### src/rtl/spi_rx.sv
`default_nettype none
// +----------------------------------------------------------------------------+
// | Module  : spi_rx                                                           |
// | Brief   : SPI mode-0 slave receiver, MSB first, valid/ack output handshake |
// |           with sticky overrun flag. Define SPI_RX_SYNC_EN to add 2-flop    |
// |           synchronisers on sck/ss/rx when the master is asynchronous.      |
// | Revision: 1.0 - initial release                                            |
// +----------------------------------------------------------------------------+
module spi_rx #(
  parameter int DATA_LENGTH = 8
) (
  input  logic                   clk,
  input  logic                   prst,
  input  logic                   sck,
  input  logic                   ss,
  input  logic                   rx,
  output logic [DATA_LENGTH-1:0] data,
  output logic                   valid,
  input  logic                   ack,
  output logic                   ovf
);

  localparam logic [0:0] c_idle = 1'b0;
  localparam logic [0:0] c_recv = 1'b1;
  localparam logic [3:0] c_last = 4'(DATA_LENGTH - 1);

  logic                   w_s_sck;
  logic                   w_s_ss;
  logic                   w_s_rx;
  logic                   w_rise;
  logic                   w_done;
  logic [DATA_LENGTH-2:0] w_sh_next;

  logic                   r_sck_d;
  logic [0:0]             r_state;
  logic [3:0]             r_cnt;
  logic [DATA_LENGTH-2:0] r_sh;

`ifdef SPI_RX_SYNC_EN
  logic [1:0] r_sck_sync;
  logic [1:0] r_ss_sync;
  logic [1:0] r_rx_sync;

  always_ff @(posedge clk) begin
    if (prst) begin
      r_sck_sync <= 2'b00;
      r_ss_sync  <= 2'b00;
      r_rx_sync  <= 2'b00;
    end else begin
      r_sck_sync <= {r_sck_sync[0], sck};
      r_ss_sync  <= {r_ss_sync[0], ss};
      r_rx_sync  <= {r_rx_sync[0], rx};
    end
  end

  assign w_s_sck = r_sck_sync[1];
  assign w_s_ss  = r_ss_sync[1];
  assign w_s_rx  = r_rx_sync[1];
`else
  assign w_s_sck = sck;
  assign w_s_ss  = ss;
  assign w_s_rx  = rx;
`endif

  assign w_rise = w_s_sck & ~r_sck_d;
  assign w_done = (r_state == c_recv) && !w_s_ss && w_rise && (r_cnt == c_last);

  // A 2-bit word leaves a 1-bit shift register, which has no slice to keep.
  generate
    if (DATA_LENGTH > 2) begin : g_sh_wide
      assign w_sh_next = {r_sh[DATA_LENGTH-3:0], w_s_rx};
    end else begin : g_sh_narrow
      assign w_sh_next = w_s_rx;
    end
  endgenerate

  always_ff @(posedge clk) begin
    if (prst) begin
      r_sck_d <= 1'b0;
      r_state <= c_idle;
      r_cnt   <= 4'd0;
      r_sh    <= '0;
      data    <= '0;
      valid   <= 1'b0;
      ovf     <= 1'b0;
    end else begin
      r_sck_d <= w_s_sck;

      case (r_state)
        c_idle: begin
          r_cnt <= 4'd0;
          if (!w_s_ss) r_state <= c_recv;
        end
        c_recv: begin
          // Deselect wins over a coincident sck rise and drops the partial word.
          if (w_s_ss) begin
            r_state <= c_idle;
            r_cnt   <= 4'd0;
          end else if (w_rise) begin
            if (r_cnt == c_last) begin
              data  <= {r_sh, w_s_rx};
              r_cnt <= 4'd0;
            end else begin
              r_sh  <= w_sh_next;
              r_cnt <= r_cnt + 4'd1;
            end
          end
        end
        default: begin
          r_state <= c_idle;
          r_cnt   <= 4'd0;
        end
      endcase

      if (w_done) valid <= 1'b1;
      else if (ack) valid <= 1'b0;

      if (w_done && valid && !ack) ovf <= 1'b1;
    end
  end

endmodule
`default_nettype wire

### config.mk
export PLATFORM = sky130hd
export DESIGN_NAME = spi_rx
export DESIGN_NICKNAME = d
export VERILOG_FILES = /design/src/rtl/spi_rx.sv
export SDC_FILE = /design/constraint.sdc
export NUM_CORES = 1
export LEC_CHECK = 0
export ABC_AREA = 1
export CORE_MARGIN = 3
export CORE_UTILIZATION = 40
export DETAILED_ROUTE_END_ITERATION = 6
export GPL_ROUTABILITY_DRIVEN = 1
export SLEW_MARGIN = 0
export SYNTH_ARGS = -nofsm -noshare
export SYNTH_HDL_FRONTEND = slang
export SYNTH_SLANG_ARGS = --single-unit
### constraint.sdc
create_clock -name clk -period 3.41 [get_ports clk]
set_input_delay 0.682 -clock clk [delete_from_list [all_inputs] [get_ports clk]]
set_output_delay 0.682 -clock clk [all_outputs]
set_load 0.05 [all_outputs]
### Clock wires, drivers and flops, run 1

Scale bar: 20 um.
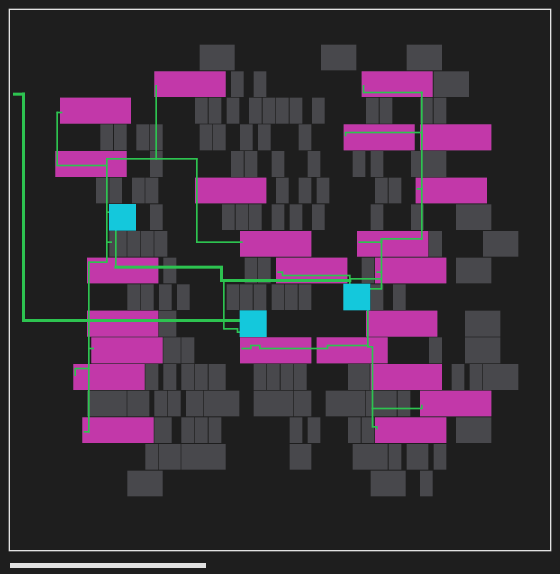
[flip-flops] magenta | count: 23
[clock drivers] cyan | count: 3
[clock wires] green | length: 253 um
routed clock nets: 4

### The metal 2 layer, run 1

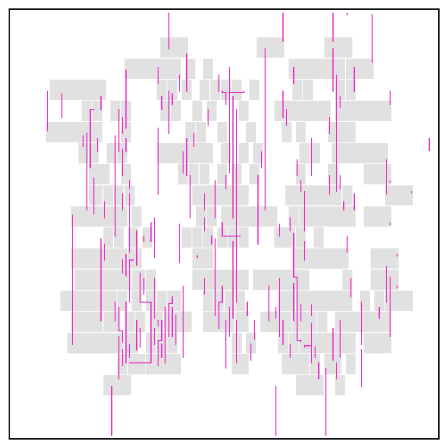
wire length on this layer: 628 um
share of all routed wire: 39%
nets with wire on the layer: 107
main direction: vertical

### Congestion heat map, run 1

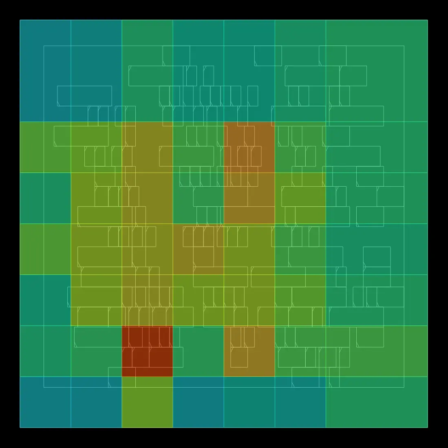
GR met3 Demand/Resource: 0.0563
grt peak-use layer: met1

### The metal 3 layer, run 1

Scale bar: 20 um.
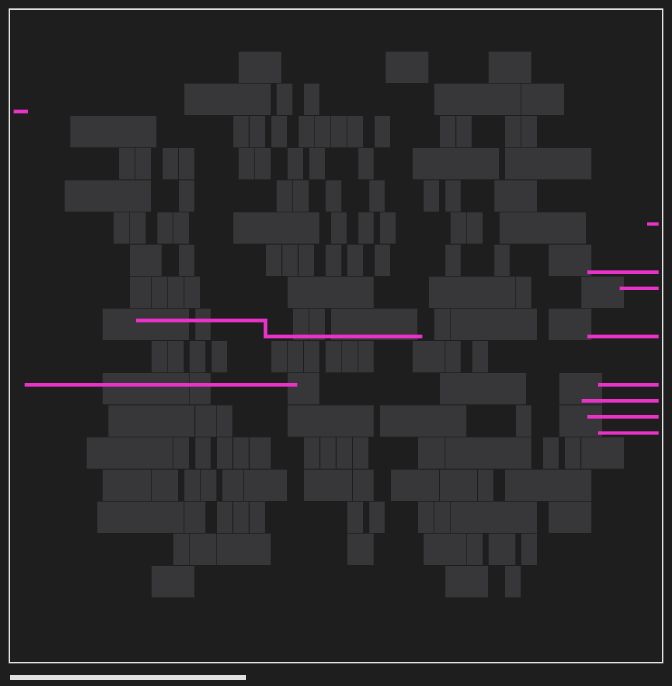
wire length on this layer: 85.8 um
nets with wire on the layer: 10
main direction: horizontal
final wirelength: 1620 um
Vias: 768

-- run 1: layer usage --
layer	vias up	wire length, um	GRT usage
li1	435	-	-
met1	319	881	0.170
met2	12	627	0.167
met3	2	85	0.0563
met4	0	23	0.0486
met5	-	0	0
-- run 1: state kept, by name (all words and copies together), names as in the netlist --
| register | flops |
|---|---|
| r_sh | 7 |
| data | 8 |
| ovf | 1 |
| r_cnt | 4 |
| r_sck_d | 1 |
| valid | 1 |
| r_state | 1 |
-- run 1: worst register-to-register path, stage by stage, from the launching register on --
cell and delay [ns]:
dfxtp_1 0.43, ha_1 0.24, nand3_2 0.11, nor2_4 0.36
nand2_1 0.10, nand2_1 0.08, nor2_1 0.05
==> out/metrics.cfg, run 1 <==
[worst_setup_path]
timing.rr.start = r_cnt[0]
end_kind = output pin
crit_chain = clkdlybuf4s50_1
crit_buf_inv = 1
crit_required_ns = 2.73
cp_max_fo = 2
rr_worst_depth = 6

[clock_network]
clkTransAtPathRegs_ns = 0.12
cts_hold_buf = 0
root_buffer = clkbuf_4

[final_layout]
fin_nets = 161
num-nonclk-inverters = 16
combGateArea_um2 = 419
final_core_util = 0.511
syn_to_final_growth_pct = 19.1
mostFrequentLayoutCell = nand2_1

[power_and_ir_drop]
fin_total_pwr_mw = 0.423
p_clk_frac = 0.285
powerComb_mw = 0.0273

[grt]
grt_antenna_before_repair = 0
grt_overflow = 0

[logic_synthesis]
aoi_share = 0.0349
synth_top_cell_by_count = nand2_1
syn_nets = 144
synthTopCellsByCount = nand2_1 (40), nor2_1 (38), dfxtp_1 (23)
ys_area_um2 = 967
yosys_cells = 137

[floorplan]
core_area_mm2 = 0.00225
ios = 16

[outcome]
outcome = finished, final reports clean

[sta]
finalHoldViolations = 0
hold_ws_ns = 0.473
fin_skew_ns = 0.00633
period_needed_ns = 2.15
clock.fmax_ghz = 0.465
max_slew.worst_pin.slew_ns = 0.499

[placement]
place_ws_ns = 1.29
dp_hpwl_um = 1200

[job]
cap_viol_max_count = 0

### Metal layers overlaid, run 1

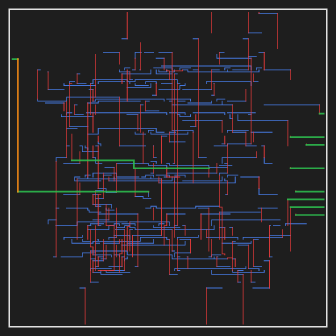

==> run 2, diff against run 1 <==
--- a/config.mk
+++ b/config.mk
@@ -10,6 +10,7 @@
 export CORE_UTILIZATION = 40
 export DETAILED_ROUTE_END_ITERATION = 6
 export GPL_ROUTABILITY_DRIVEN = 1
+export PLACE_DENSITY = 0.65
 export SLEW_MARGIN = 0
 export SYNTH_ARGS = -nofsm -noshare
 export SYNTH_HDL_FRONTEND = slang
==> constraint.sdc (replaced) <==
create_clock -name clk -period 1.9 [get_ports clk]
set_input_delay 0.38 -clock clk [delete_from_list [all_inputs] [get_ports clk]]
set_output_delay 0.38 -clock clk [all_outputs]
set_load 0.05 [all_outputs]
### Metal layers overlaid, run 2

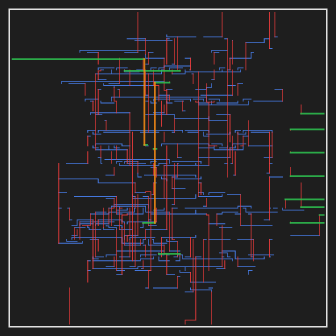
[metal 2] red | wire length: 635 um
[metal 3] green | wire length: 79.6 um
[metal 1] blue | wire length: 808 um
[metal 4] orange | wire length: 39.4 um
Vias: 792
final wirelength: 1560 um

==> out/metrics.cfg, run 2 <==
[outcome]
outcome = finished, final reports clean  ; unchanged

[grt]
grt_overflow = 0  ; unchanged
grt_antenna_before_repair = 0  ; unchanged
globalRouteTotalUtil = 0.115  ; was 0.124

[sta]
finalHoldViolations = 0  ; unchanged
period_needed_ns = 1.84
report.final.slew_viol_count = 0  ; unchanged
finalWorstSetupSlack_ns = 0.0631  ; was 1.26 ns
clock.fmax_ghz = 0.544
hold_ws_ns = 0.465  ; was 0.473 ns
max_slew.worst_pin.slew_ns = 0.498  ; was 0.499 ns

[worst_setup_path]
cp_max_fo = 2  ; unchanged
crit_required_ns = 1.52  ; was 2.73 ns
crit_chain = clkdlybuf4s50_1  ; unchanged
cp.arrival_ns = 1.46  ; was 1.47 ns
end_kind = output pin  ; unchanged
rr_worst_depth = 6  ; unchanged
crit_family = buffers and inverters  ; unchanged
crit_slowest_cell = clkdlybuf4s50_1  ; unchanged
crit_buf_inv = 1  ; unchanged

[logic_synthesis]
aoi_share = 0.0349  ; unchanged
synthTopCellsByArea = dfxtp_1 (48%), nand2_1 (16%), nor2_1 (15%), inv_1 (5.8%), nor2_4 (3.5%)  ; unchanged
syn_nets = 144  ; unchanged
yosys_cells = 137  ; unchanged
top_logic_kind = simple AND/OR/NAND/NOR gates  ; unchanged
synth_top_cell_by_count = nand2_1  ; unchanged
ys_area_um2 = 967  ; unchanged
yosys_warnings = 0  ; unchanged
yosysTopAreaCellShare = 0.476  ; unchanged
postSynthSeqShare = 0.476  ; unchanged
synthTopCellsByCount = nand2_1 (40), nor2_1 (38), dfxtp_1 (23)  ; unchanged
synthXorXnorAreaFrac = 0  ; unchanged
ff_type = dfxtp_1  ; unchanged

[final_layout]
mostFrequentLayoutCell = nand2_1  ; unchanged
clock_cell_area_share = 0.0224  ; was 0.0239
syn_to_final_growth_pct = 21.1  ; was 19.1%
buf_share = 0.145  ; was 0.130
final_core_util = 0.519  ; was 0.511
num-nonclk-inverters = 16  ; unchanged
top_regs = data x8, r_sh x7, r_cnt x4  ; unchanged
regMostFlops = data  ; unchanged
largest_reg_flops = 8  ; unchanged
combGateArea_um2 = 419  ; unchanged
fin_nets = 163  ; was 161
finalNonFillerCells = 183  ; was 181

[power_and_ir_drop]
fin_total_pwr_mw = 0.764  ; was 0.423 mW
powerComb_mw = 0.0524  ; was 0.0273 mW
powerClk_mw = 0.218  ; was 0.121 mW
switching_share = 0.221  ; was 0.224

[placement]
routabilityCongestion = 0.775  ; was 0.741
place_ws_ns = 0.137  ; was 1.29 ns
dpl_cell_area_mm2 = 0.00114  ; was 0.00112 mm2
dp_hpwl_um = 1170  ; was 1200 um

[job]
cap_viol_max_count = 0  ; unchanged
warnings = 26  ; unchanged

[floorplan]
ios = 16  ; unchanged
initCoreUtil = 0.429  ; unchanged
fp-row-count = 17  ; unchanged
die_h_um = 55.2  ; unchanged
fp.dieW_um = 55.2  ; unchanged
core_area_mm2 = 0.00225  ; unchanged

[clock_network]
clockBufferDepth = 2  ; unchanged
clkSinkCount = 23  ; unchanged
clkTransAtPathRegs_ns = 0.12  ; about the same
root_buffer = clkbuf_4  ; unchanged

### Clock wires, drivers and flops, run 2

Scale bar: 20 um.
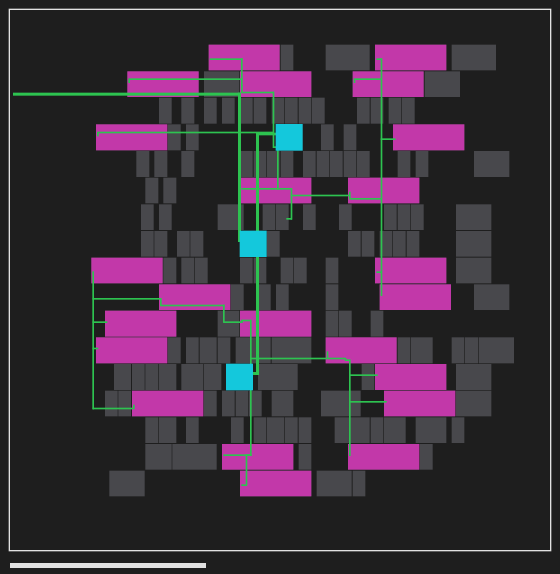
[flip-flops] magenta | count: 23
[clock wires] green | length: 256 um
[clock drivers] cyan | count: 3
routed clock nets: 4
Worst Skew: 0.00593 ns
part of the power in the clock network: 0.286
Skew-Pair Late Insertion Delay: 0.30 ns

run 2: metal layers:
| metal | vias up | share of wire | GRT usage |
|---|---|---|---|
| met5 | - | 0 | 0 |
| met4 | 0 | 0.025 | 0.0729 |
| met3 | 5 | 0.051 | 0.0322 |
| met2 | 16 | 0.41 | 0.148 |
| met1 | 330 | 0.52 | 0.166 |
| li1 | 441 | - | - |
run 2: path summary, 6_finish.rpt:
kind	from	end	slack (ns)
max	data[3]	data[3]	0.06
min	ovf	ovf	0.47
max reg2reg	r_cnt[0]	data[3]	0.51
min reg2reg	ovf	ovf	0.47
run 2: repair_timing:
item | 4_1_cts | 5_1_grt
resized | 0 | 2
endpoints found under the setup margin | 0 | 2
hold buffers | 0 | 0
endpoints found under the hold margin | 0 | 0
No activity file was given, so power comes from the tool's default toggle rates.
